==> src/rtl/cpu_types_pkg.sv <==
`default_nettype none
// ============================================================================
// Module   : cpu_types_pkg
// Brief    : Shared types for the BTB update path: word type, queued update
//            record and the update-controller state encoding.
// Revision : 1.0 - initial release
// ============================================================================
package cpu_types_pkg;

    localparam int c_WORD_W    = 32;
    // btb_upd_t.index width; the controller's IDX_W must equal this value.
    localparam int c_BTB_IDX_W = 2;

    typedef logic [c_WORD_W-1:0] word_t;

    typedef struct packed {
        logic [c_BTB_IDX_W-1:0] index;
        word_t                  target;
        logic                   taken;
    } btb_upd_t;

    typedef enum logic [1:0] {
        IDLE  = 2'd0,
        DRAIN = 2'd1,
        FORCE = 2'd2
    } btb_ctrl_state_t;

endpackage
`default_nettype wire

==> src/rtl/btb_upd_fifo.sv <==
`default_nettype none
// ============================================================================
// Module   : btb_upd_fifo
// Brief    : Update queue for btb_update_ctrl. The storage array and read
//            pointer are exported only when BTB_UPD_BYPASS_EN is defined.
// Revision : 1.0 - initial release
// ============================================================================
module btb_upd_fifo
    import cpu_types_pkg::*;
#(
    parameter int QDEPTH = 4
) (
    input  logic                        clk,
    input  logic                        rst,
    input  logic                        i_push_valid,
    input  btb_upd_t                    i_push_data,
    input  logic                        i_pop,
    output logic                        o_push,
    output logic                        o_ready,
    output btb_upd_t                    o_head,
`ifdef BTB_UPD_BYPASS_EN
    output btb_upd_t                    o_mem [QDEPTH],
    output logic [$clog2(QDEPTH)-1:0]   o_rd_ptr,
`endif
    output logic [$clog2(QDEPTH):0]     o_count
);

    localparam int c_PTR_W = $clog2(QDEPTH);
    localparam int c_CNT_W = $clog2(QDEPTH) + 1;

    btb_upd_t           r_mem_q [QDEPTH];
    btb_upd_t           w_mem_d [QDEPTH];
    logic [c_PTR_W-1:0] r_wr_ptr_q;
    logic [c_PTR_W-1:0] w_wr_ptr_d;
    logic [c_PTR_W-1:0] r_rd_ptr_q;
    logic [c_PTR_W-1:0] w_rd_ptr_d;
    logic [c_CNT_W-1:0] r_count_q;
    logic [c_CNT_W-1:0] w_count_d;
    logic               r_ready_q;
    logic               w_ready_d;
    logic               w_push;

    // Ready is a flop so a same-cycle pop can never re-open a full queue.
    assign w_push = i_push_valid && r_ready_q;

    always_comb begin
        w_mem_d    = r_mem_q;
        w_wr_ptr_d = r_wr_ptr_q;
        w_rd_ptr_d = r_rd_ptr_q;
        w_count_d  = r_count_q;
        if (w_push) begin
            w_mem_d[r_wr_ptr_q] = i_push_data;
            w_wr_ptr_d          = r_wr_ptr_q + 1'b1;
        end
        if (i_pop) begin
            w_rd_ptr_d = r_rd_ptr_q + 1'b1;
        end
        case ({w_push, i_pop})
            2'b10:   w_count_d = r_count_q + 1'b1;
            2'b01:   w_count_d = r_count_q - 1'b1;
            default: w_count_d = r_count_q;
        endcase
        w_ready_d = (w_count_d != c_CNT_W'(QDEPTH));
    end

    always_ff @(posedge clk or posedge rst) begin
        if (rst) begin
            for (int i = 0; i < QDEPTH; i++) begin
                r_mem_q[i] <= '0;
            end
            r_wr_ptr_q <= '0;
            r_rd_ptr_q <= '0;
            r_count_q  <= '0;
            r_ready_q  <= 1'b0;
        end else begin
            r_mem_q    <= w_mem_d;
            r_wr_ptr_q <= w_wr_ptr_d;
            r_rd_ptr_q <= w_rd_ptr_d;
            r_count_q  <= w_count_d;
            r_ready_q  <= w_ready_d;
        end
    end

    assign o_push  = w_push;
    assign o_ready = r_ready_q;
    assign o_head  = r_mem_q[r_rd_ptr_q];
    assign o_count = r_count_q;
`ifdef BTB_UPD_BYPASS_EN
    assign o_mem    = r_mem_q;
    assign o_rd_ptr = r_rd_ptr_q;
`endif

endmodule
`default_nettype wire

==> src/rtl/btb_update_ctrl.sv <==
`default_nettype none
// ============================================================================
// Module   : btb_update_ctrl
// Brief    : Arbitrates the single BTB port between fetch lookups and queued
//            resolved-branch writes, with anti-starvation forced writes.
//            Define BTB_UPD_BYPASS_EN to forward pending updates to lookups.
// Revision : 1.0 - initial release
// ============================================================================
module btb_update_ctrl
    import cpu_types_pkg::*;
#(
    parameter int QDEPTH     = 4,
    parameter int IDX_W      = 2,
    parameter int STARVE_MAX = 3
) (
    input  logic                     CLK,
    input  logic                     RST,
    input  logic                     fetch_req,
    input  logic [IDX_W-1:0]         fetch_index,
    output logic                     fetch_stall,
    input  logic                     res_valid,
    input  logic [IDX_W-1:0]         res_index,
    input  logic [c_WORD_W-1:0]      res_target,
    input  logic                     res_taken,
    output logic                     res_ready,
    output logic                     btb_ren,
    output logic [IDX_W-1:0]         btb_rindex,
    output logic                     btb_wen,
    output logic [IDX_W-1:0]         btb_windex,
    output logic [c_WORD_W-1:0]      btb_wtarget,
    output logic                     btb_wtaken,
    output logic                     fwd_hit,
    output logic [c_WORD_W-1:0]      fwd_target,
    output logic                     fwd_taken,
    output logic [$clog2(QDEPTH):0]  qcount
);

    localparam int                 c_PTR_W   = $clog2(QDEPTH);
    localparam int                 c_CNT_W   = c_PTR_W + 1;
    localparam int                 c_STV_W   = $clog2(STARVE_MAX + 1);
    localparam logic [c_STV_W-1:0] c_STV_MAX = c_STV_W'(STARVE_MAX);

    btb_ctrl_state_t    r_state_q;
    btb_ctrl_state_t    w_state_d;
    logic [c_STV_W-1:0] r_starve_q;
    logic [c_STV_W-1:0] w_starve_d;
    logic               w_wen;
    logic               w_stall;
    logic               w_push;
    logic               w_ready;
    logic               w_last;
    btb_upd_t           w_push_data;
    btb_upd_t           w_head;
    logic [c_CNT_W-1:0] w_count;
`ifdef BTB_UPD_BYPASS_EN
    btb_upd_t           w_mem [QDEPTH];
    logic [c_PTR_W-1:0] w_rd_ptr;
    logic [c_PTR_W-1:0] w_slot;
`endif

    assign w_push_data = '{index: res_index, target: res_target, taken: res_taken};

    btb_upd_fifo #(
        .QDEPTH       (QDEPTH)
    ) u_fifo (
        .clk          (CLK),
        .rst          (RST),
        .i_push_valid (res_valid),
        .i_push_data  (w_push_data),
        .i_pop        (w_wen),
        .o_push       (w_push),
        .o_ready      (w_ready),
        .o_head       (w_head),
`ifdef BTB_UPD_BYPASS_EN
        .o_mem        (w_mem),
        .o_rd_ptr     (w_rd_ptr),
`endif
        .o_count      (w_count)
    );

    // Popping the only entry with no refill empties the queue.
    assign w_last = (w_count == c_CNT_W'(1)) && !w_push;

    always_comb begin
        w_state_d  = r_state_q;
        w_starve_d = '0;
        w_wen      = 1'b0;
        w_stall    = 1'b0;
        case (r_state_q)
            IDLE: begin
                if (w_push) begin
                    w_state_d = DRAIN;
                end
            end
            DRAIN: begin
                if (!fetch_req) begin
                    w_wen = 1'b1;
                    if (w_last) begin
                        w_state_d = IDLE;
                    end
                end else begin
                    if (r_starve_q != c_STV_MAX) begin
                        w_starve_d = r_starve_q + 1'b1;
                    end else begin
                        w_starve_d = r_starve_q;
                    end
                    if (w_starve_d == c_STV_MAX) begin
                        w_state_d = FORCE;
                    end
                end
            end
            FORCE: begin
                w_wen     = 1'b1;
                w_stall   = 1'b1;
                w_state_d = w_last ? IDLE : DRAIN;
            end
            default: begin
                w_state_d = IDLE;
            end
        endcase
    end

    always_ff @(posedge CLK or posedge RST) begin
        if (RST) begin
            r_state_q  <= IDLE;
            r_starve_q <= '0;
        end else begin
            r_state_q  <= w_state_d;
            r_starve_q <= w_starve_d;
        end
    end

    // RST gates the read strobe so a lookup cannot escape while held in reset.
    assign btb_ren     = fetch_req && !w_stall && !RST;
    assign btb_rindex  = fetch_index;
    assign btb_wen     = w_wen;
    assign fetch_stall = w_stall;
    assign res_ready   = w_ready;
    assign qcount      = w_count;
    assign btb_windex  = w_head.index;
    assign btb_wtarget = w_head.target;
    assign btb_wtaken  = w_head.taken;

`ifdef BTB_UPD_BYPASS_EN
    // Walk oldest to youngest so the youngest match overrides older ones.
    always_comb begin
        fwd_hit    = 1'b0;
        fwd_target = '0;
        fwd_taken  = 1'b0;
        w_slot     = '0;
        for (int k = 0; k < QDEPTH; k++) begin
            w_slot = w_rd_ptr + c_PTR_W'(k);
            if (fetch_req && (c_CNT_W'(k) < w_count) &&
                (w_mem[w_slot].index == fetch_index)) begin
                fwd_hit    = 1'b1;
                fwd_target = w_mem[w_slot].target;
                fwd_taken  = w_mem[w_slot].taken;
            end
        end
    end
`else
    assign fwd_hit    = 1'b0;
    assign fwd_target = '0;
    assign fwd_taken  = 1'b0;
`endif

endmodule
`default_nettype wire

==> config.mk <==
export PLATFORM = sky130hd
export DESIGN_NAME = btb_update_ctrl
export DESIGN_NICKNAME = d
export VERILOG_FILES = /design/src/rtl/cpu_types_pkg.sv /design/src/rtl/btb_upd_fifo.sv /design/src/rtl/btb_update_ctrl.sv
export SDC_FILE = /design/constraint.sdc
export NUM_CORES = 1
export LEC_CHECK = 0
export ABC_AREA = 1
export ABC_CLOCK_PERIOD_IN_PS = 11120
export CAP_MARGIN = 20
export CORE_AREA = 2 2 116 118
export CTS_CLUSTER_SIZE = 10
export DETAILED_ROUTE_END_ITERATION = 10
export DIE_AREA = 0 0 118 120
export PLACE_DENSITY_LB_ADDON = 0.1
export SETUP_SLACK_MARGIN = 0.15
export SLEW_MARGIN = 15
export SYNTH_ARGS = -nofsm -noshare
export SYNTH_HDL_FRONTEND = slang
export SYNTH_SLANG_ARGS = --single-unit
==> constraint.sdc <==
create_clock -name CLK -period 11.12 [get_ports CLK]
set_input_delay 2.78 -clock CLK [delete_from_list [all_inputs] [get_ports CLK]]
set_output_delay 2.78 -clock CLK [all_outputs]
set_load 0.02 [all_outputs]
==> results.cfg, run 1 <==
; implementation run metrics
[sta]
setup_ws_ns = 3.74
final_period_minus_worst_setup_slack_ns = 7.38
endpoints_failing_setup = 0
final.period_utilization_pct = 66.4
timing_hold_violations_final = 0
finalClockSkew_ns = 0.0109
maxClockFrequency_mhz = 135
grt_setup_unrepaired = false
setup_tns_ns = 0
fin_hold_ws_ns = 0.450
slew_headroom_pct = 37.0
finalMaxSlewViolations = 0
max_slew.worst_pin.slew_ns = 0.944

[floorplanning]
fp_core_util_pct = 56.6
placeableCoreArea_um2 = 13000
fp.dieW_um = 118
std_cell_rows = 42
chipArea_um2 = 14200
tapcell.inserted = 176
num_io_pins = 119
dieHeight_um = 120

[critical_path]
worst_r2r_endpoint = u_fifo.o_ready
rrSetupSlack_ns = 9.08
endpoint = btb_ren
reg2reg_from = r_state_q[1]
cp-end-kind = primary output
worstPathRequired_ns = 8.34
timing.critical_path.from = RST
timing.critical_path.arrival_ns = 4.60
number_of_cells_on_the_worst_reg_to_reg_path = 10
startpoint_type = input port
timing.critical_path.fanout_max = 78
worstSetupPathType = input port to primary output

[power_and_ir_drop]
worst_ir_drop_vdd_uv = 185
power_density_nw_per_um2 = 342
power_leakage_nw = 3.97
fin_total_pwr_w = 0.00288

[layout]
drive_above_1_share_pct = 8.42
final_design_area_no_fill_um2 = 8430
layout.buffer.nonclock.area_share_pct = 9.77
finalCoreUtilization_pct = 64.9
antenna_cells_inserted = 0
nNonClkBuffers = 83
final_net_count = 921
flow.area_growth_from_synthesis_pct = 14.7
largest_register_ffs = 140
clock_tree_area_fraction_pct = 7.36
multi_input_comb_area_um2 = 2740
layout_top_cells_excl_fill_tap = nand2_1, dfrtp_1, o21ai_1
finalNonFillerCells = 1055
area.share.sequential_pct = 45.2
layout_top_cell_excl_fill_tap = nand2_1
registers.top_by_ff_count = u_fifo.r_mem_q
comb_share_pct = 32.5
n_all_inverters = 55
largest_cell_class = flip-flops and latches
fill_cells = 1070
number_of_multi_input_combinational_cells = 557
n_sequential_cell = 152
seq_area_um2 = 3800

[global_routing]
grt_max_degree = 79
vias_in_the_first_global_route = 5696
groute.usage.overall_pct = 24.0
grt_pass1_wl_um = 27000
antenna_found_initial = 0
grt_remaining_overflow = 0

[synth]
syn_avg_cell_area_um2 = 8.99
top_non_seq_family = AND-OR/OR-AND gates
synthDominantCellAreaShare_pct = 51.8
yosys-stat-area_um2 = 7350
yosysWarningCount = 0
area_leaders = dfrtp_1, o21ai_1, nand2_1
post_synth_instance_area_um2 = 7350
yosysCellCount = 817
async_reset_ff_share_pct = 100
post-synth-top-area-cell = dfrtp_1
ys_seq_share_pct = 51.8
synth_top_flop_cell = dfrtp_1
ys_sh_aoi_pct = 19.4
number_of_synthesized_register_bits = 152
portion_of_netlist_area_occupied_by_mux_cells_pct = 0
synth.cellmix.simpleShare_pct = 13.6
number_of_enable_type_register_cells_in_the_synthesized_netlist = 0
syn-instance-count = 817
post_synth_fa_ha_maj_area_fraction_pct = 2.38
top_cell = nand2_1
top_cells_by_count = nand2_1, dfrtp_1, o21ai_1, nor2_1, o21ai_0
synth.cellmix.xorXnorShare_pct = 0.119
synth_cell_types = 23

[hold_path]
hold_depth = 1
holdCritPathClass = flop to flop
critical_hold_path_startpoint = r_starve_q[0]
whs_endpoint = r_starve_q[0]

[route]
drt_first_iter_violations = 451
drc = 0
drt-vias-per-instance = 5.36
detailedRoute.firstPassIterationCount = 5
via_count = 5656
ant_nets = 0
detail_route.wirelength_um = 16000
wire_per_inst_um = 15.2

[clock_network]
holdBufCountCts = 0
post-cts-setup-buffer-count = 0
h-tree-depth = 4
cts_made_buffers = 17
ctsRootBufferMaster = clkbuf_16
cts_max_path_buffers = 2
path_clk_slew_ns = 0.06
cts_resized = 0
tritoncts_clock_tree = built

[placed_design]
detailed_place_hpwl_um = 8920
globalplace.congestion = 0.873
postPlaceCellArea_um2 = 7810
io_buffer_count = 80
placedCellCount = 1023
place_worst_setup_slack_ns = 3.68

[flow_run]
stage_log_warnings = 36
max_cap_violations = 0

[status]
outcome = finished, final reports clean
run 1: power breakdown:
| group | leakage [nW] | switching [W] | internal [W] | total (W) |
|---|---|---|---|---|
| clock | 0.291 | 0.000222 | 0.000379 | 0.000601 |
| combinational | 1.78 | 0.000805 | 0.000523 | 0.00133 |
| sequential | 1.90 | 0.000137 | 0.000812 | 0.000949 |
run 1: worst max-delay path, cell delays in order:
cell and delay [ns]:
clkdlybuf4s50_1 0.47, inv_6 0.53, nand2_1 0.10, nor2_1 0.11
clkdlybuf4s50_1 0.61
run 1: routing by layer:
metal | GRT usage (%) | vias to the layer above | routed length, um
met5 | 0 | - | 0
met4 | 9.11 | 0 | 172
met3 | 4.99 | 12 | 784
met2 | 40.3 | 176 | 7970
met1 | 30.8 | 2748 | 7060
li1 | - | 2720 | -
==> run_1/wires.png <==
Scale: 3 px per um.
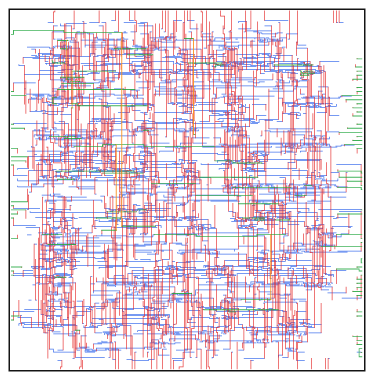
colour	layer	wire length
green	metal 3	785 um
orange	metal 4	172 um
red	metal 2	7,970 um
blue	metal 1	7,060 um

==> run_1/power_grid.png <==
Scale: 3 px per um. Pins as bars on the die edge. Tap cells in grey.
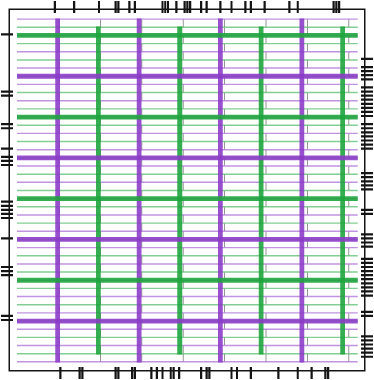
colour	net
purple	VSS
green	VDD
met4 straps	8
tap cells	176

==> run_1/clocks.png <==
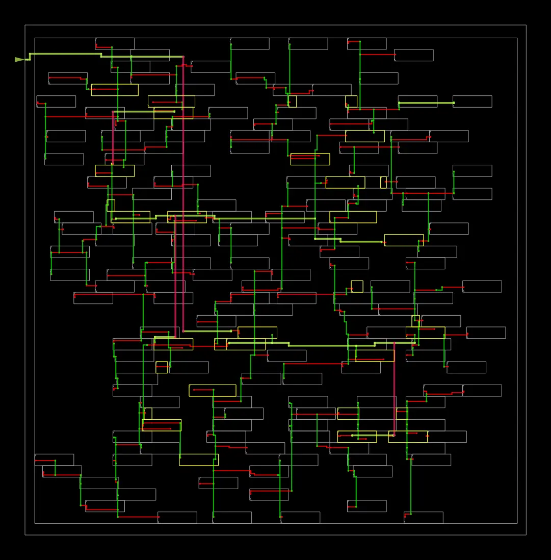
clock buf count: 19
number of sinks on the clock net: 152
later-pin clock latency in the skew report: 0.42 ns

==> inputs of run 2 (changes only) <==
--- a/config.mk
+++ b/config.mk
@@ -6,12 +6,12 @@
 export NUM_CORES = 1
 export LEC_CHECK = 0
 export ABC_AREA = 1
-export ABC_CLOCK_PERIOD_IN_PS = 11120
+export ABC_CLOCK_PERIOD_IN_PS = 7700
 export CAP_MARGIN = 20
-export CORE_AREA = 2 2 116 118
+export CORE_AREA = 2 2 120 122
 export CTS_CLUSTER_SIZE = 10
 export DETAILED_ROUTE_END_ITERATION = 10
-export DIE_AREA = 0 0 118 120
+export DIE_AREA = 0 0 122 124
 export PLACE_DENSITY_LB_ADDON = 0.1
 export SETUP_SLACK_MARGIN = 0.15
 export SLEW_MARGIN = 15
==> constraint.sdc (replaced) <==
create_clock -name CLK -period 7.7 [get_ports CLK]
set_input_delay 1.925 -clock CLK [delete_from_list [all_inputs] [get_ports CLK]]
set_output_delay 1.925 -clock CLK [all_outputs]
set_load 0.02 [all_outputs]
==> run_2/layer_met2.png <==
Scale: 2 px per um.
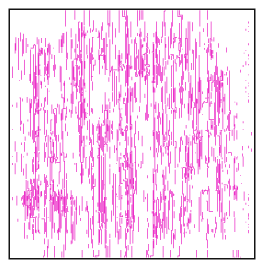
longest straight run	44.2 um
main direction	vertical
share of all routed wire	46%
nets with wire on the layer	730

==> run_2/layer_met3.png <==
Scale: 2 px per um.
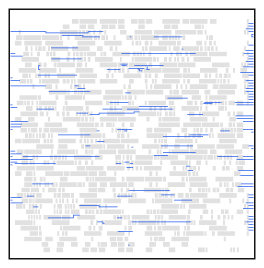
wire length on this layer	959 um
nets with wire on the layer	107
main direction	horizontal
share of all routed wire	5.9%
longest straight run	38.0 um

==> run_2/wires.png <==
Scale: 3 px per um.
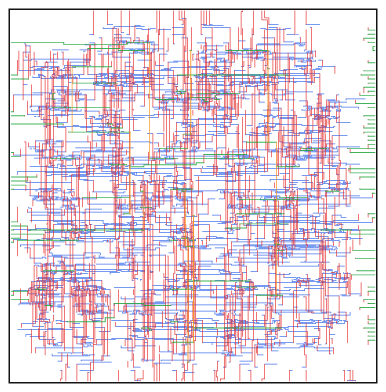
colour	layer	wire length
orange	metal 4	312 um
blue	metal 1	7,460 um
red	metal 2	7,530 um
green	metal 3	959 um

==> run 2 against run 1 <==
  * Via count fell by 0.11%
  * Clock skew fell by 0.0036 ns
  * Global-route usage fell by 1.9 points
  * Die area rose by 6.8%
==> results.cfg, run 2 <==
; implementation run metrics
[placed_design]
io_buffer_count = 80
placedCellCount = 1027
detailed_place_hpwl_um = 9070

[layout]
layout_top_cell_excl_fill_tap = nand2_1
multi_input_comb_area_um2 = 2740
final_design_area_no_fill_um2 = 8420
clock_tree_area_fraction_pct = 7.24
finalNonFillerCells = 1059
antenna_cells_inserted = 0
clock_buf_count = 24
finalCoreUtilization_pct = 61.4
layout.buffer.nonclock.area_share_pct = 9.78
fill_cells = 1168
n_all_inverters = 55
n_sequential_cell = 152
number_of_multi_input_combinational_cells = 557

[route]
drt_first_iter_violations = 385
via_count = 5650
drt-met1-wl_um = 7460
route.met3.wl_um = 958
drt-vias-per-instance = 5.34
top_layer_used = met4
wire_per_inst_um = 15.4
ant_nets = 0
drc = 0
dr_wl_met2_um = 7530

[sta]
setup_ws_ns = 1.89
max_slew.worst_pin.slew_ns = 0.874
finalMaxSlewViolations = 0
timing_hold_violations_final = 0
finalClockSkew_ns = 0.00737
maxClockFrequency_mhz = 172
fin_hold_ws_ns = 0.464

[power_and_ir_drop]
part_of_the_power_in_the_clock_network_pct = 20.6
clk_pwr_w = 0.000852
seq_power_share_pct = 33.5
power_leakage_nw = 3.98
comb_power_share_pct = 45.9
fin_total_pwr_w = 0.00415
power_switching_share_pct = 40.4
worst_ir_drop_vdd_uv = 341
combinationalPower_w = 0.00190

[global_routing]
antenna_found_initial = 0
grt.busiest_layer = met2
groute.usage.overall_pct = 22.1
grt_max_degree = 92
grt.met2_usage_pct = 35.1
vias_in_the_first_global_route = 5260
gr-usage-met3_pct = 5.95

[critical_path]
cp-end-kind = primary output
number_of_cells_on_the_worst_reg_to_reg_path = 5
worstSetupPathType = input port to primary output
critical-path-max-stage-delay_ns = 0.62
worstPathRequired_ns = 5.78
timing.critical_path.arrival_ns = 3.89
path_common_cell = clkdlybuf4s50_1
crit_chain = clkdlybuf4s50_1, inv_6, nand2_1, nor2_1, clkdlybuf4s50_1
critical_path_buf_inv_count = 3

[clock_network]
cts_resized = 0
holdBufCountCts = 0
cts_max_path_buffers = 2
cts.sinks = 152
path_clk_slew_ns = 0.06
clk-insertion-delay-late_ns = 0.43
cts_made_buffers = 17
h-tree-depth = 4
tritoncts_clock_tree = built

[synth]
portion_of_netlist_area_occupied_by_mux_cells_pct = 0
ys_sh_aoi_pct = 19.4
number_of_synthesized_register_bits = 152
async_reset_ff_share_pct = 100
post-synth-top-area-cell = dfrtp_1
synth.cellmix.xorXnorShare_pct = 0.119
yosysWarningCount = 0
post_synth_instance_area_um2 = 7350
number_of_enable_type_register_cells_in_the_synthesized_netlist = 0
synth_top_flop_cell = dfrtp_1
area_leaders = dfrtp_1, o21ai_1, nand2_1
syn-instance-count = 817
top_cells_by_count = nand2_1, dfrtp_1, o21ai_1, nor2_1, o21ai_0
syn_avg_cell_area_um2 = 8.99

[floorplanning]
std_cell_rows = 43
chipArea_um2 = 15100
num_io_pins = 119
fp.dieW_um = 122
tapcell.inserted = 180
fp_core_util_pct = 53.5
placeableCoreArea_um2 = 13700
dieHeight_um = 124

[hold_path]
holdCritPathClass = flop to flop

[flow_run]
max_cap_violations = 0

[status]
outcome = finished, final reports clean
[run 2: path summary, 6_finish.rpt]
check / end / slack (ns) / from
worst max-delay path: btb_ren / 1.89 / RST
worst min-delay path: r_starve_q[0] / 0.46 / r_starve_q[0]
worst max register to register: u_fifo.r_rd_ptr_q[1] / 5.53 / u_fifo.r_rd_ptr_q[0]
worst min register to register: r_starve_q[0] / 0.46 / r_starve_q[0]
max in group asynchronous: u_fifo.r_mem_q[111] / 4.33 / RST
min in group asynchronous: u_fifo.r_mem_q[117] / 2.06 / RST
[run 2: worst register-to-register path, stage by stage (launching register included)]
cell and delay (ns):
dfrtp_2 0.70, buf_4 0.56, inv_4 0.43, nor2_1 0.26
nand2_1 0.07, nand2_1 0.09
Power is estimated from default activity; no workload was simulated.
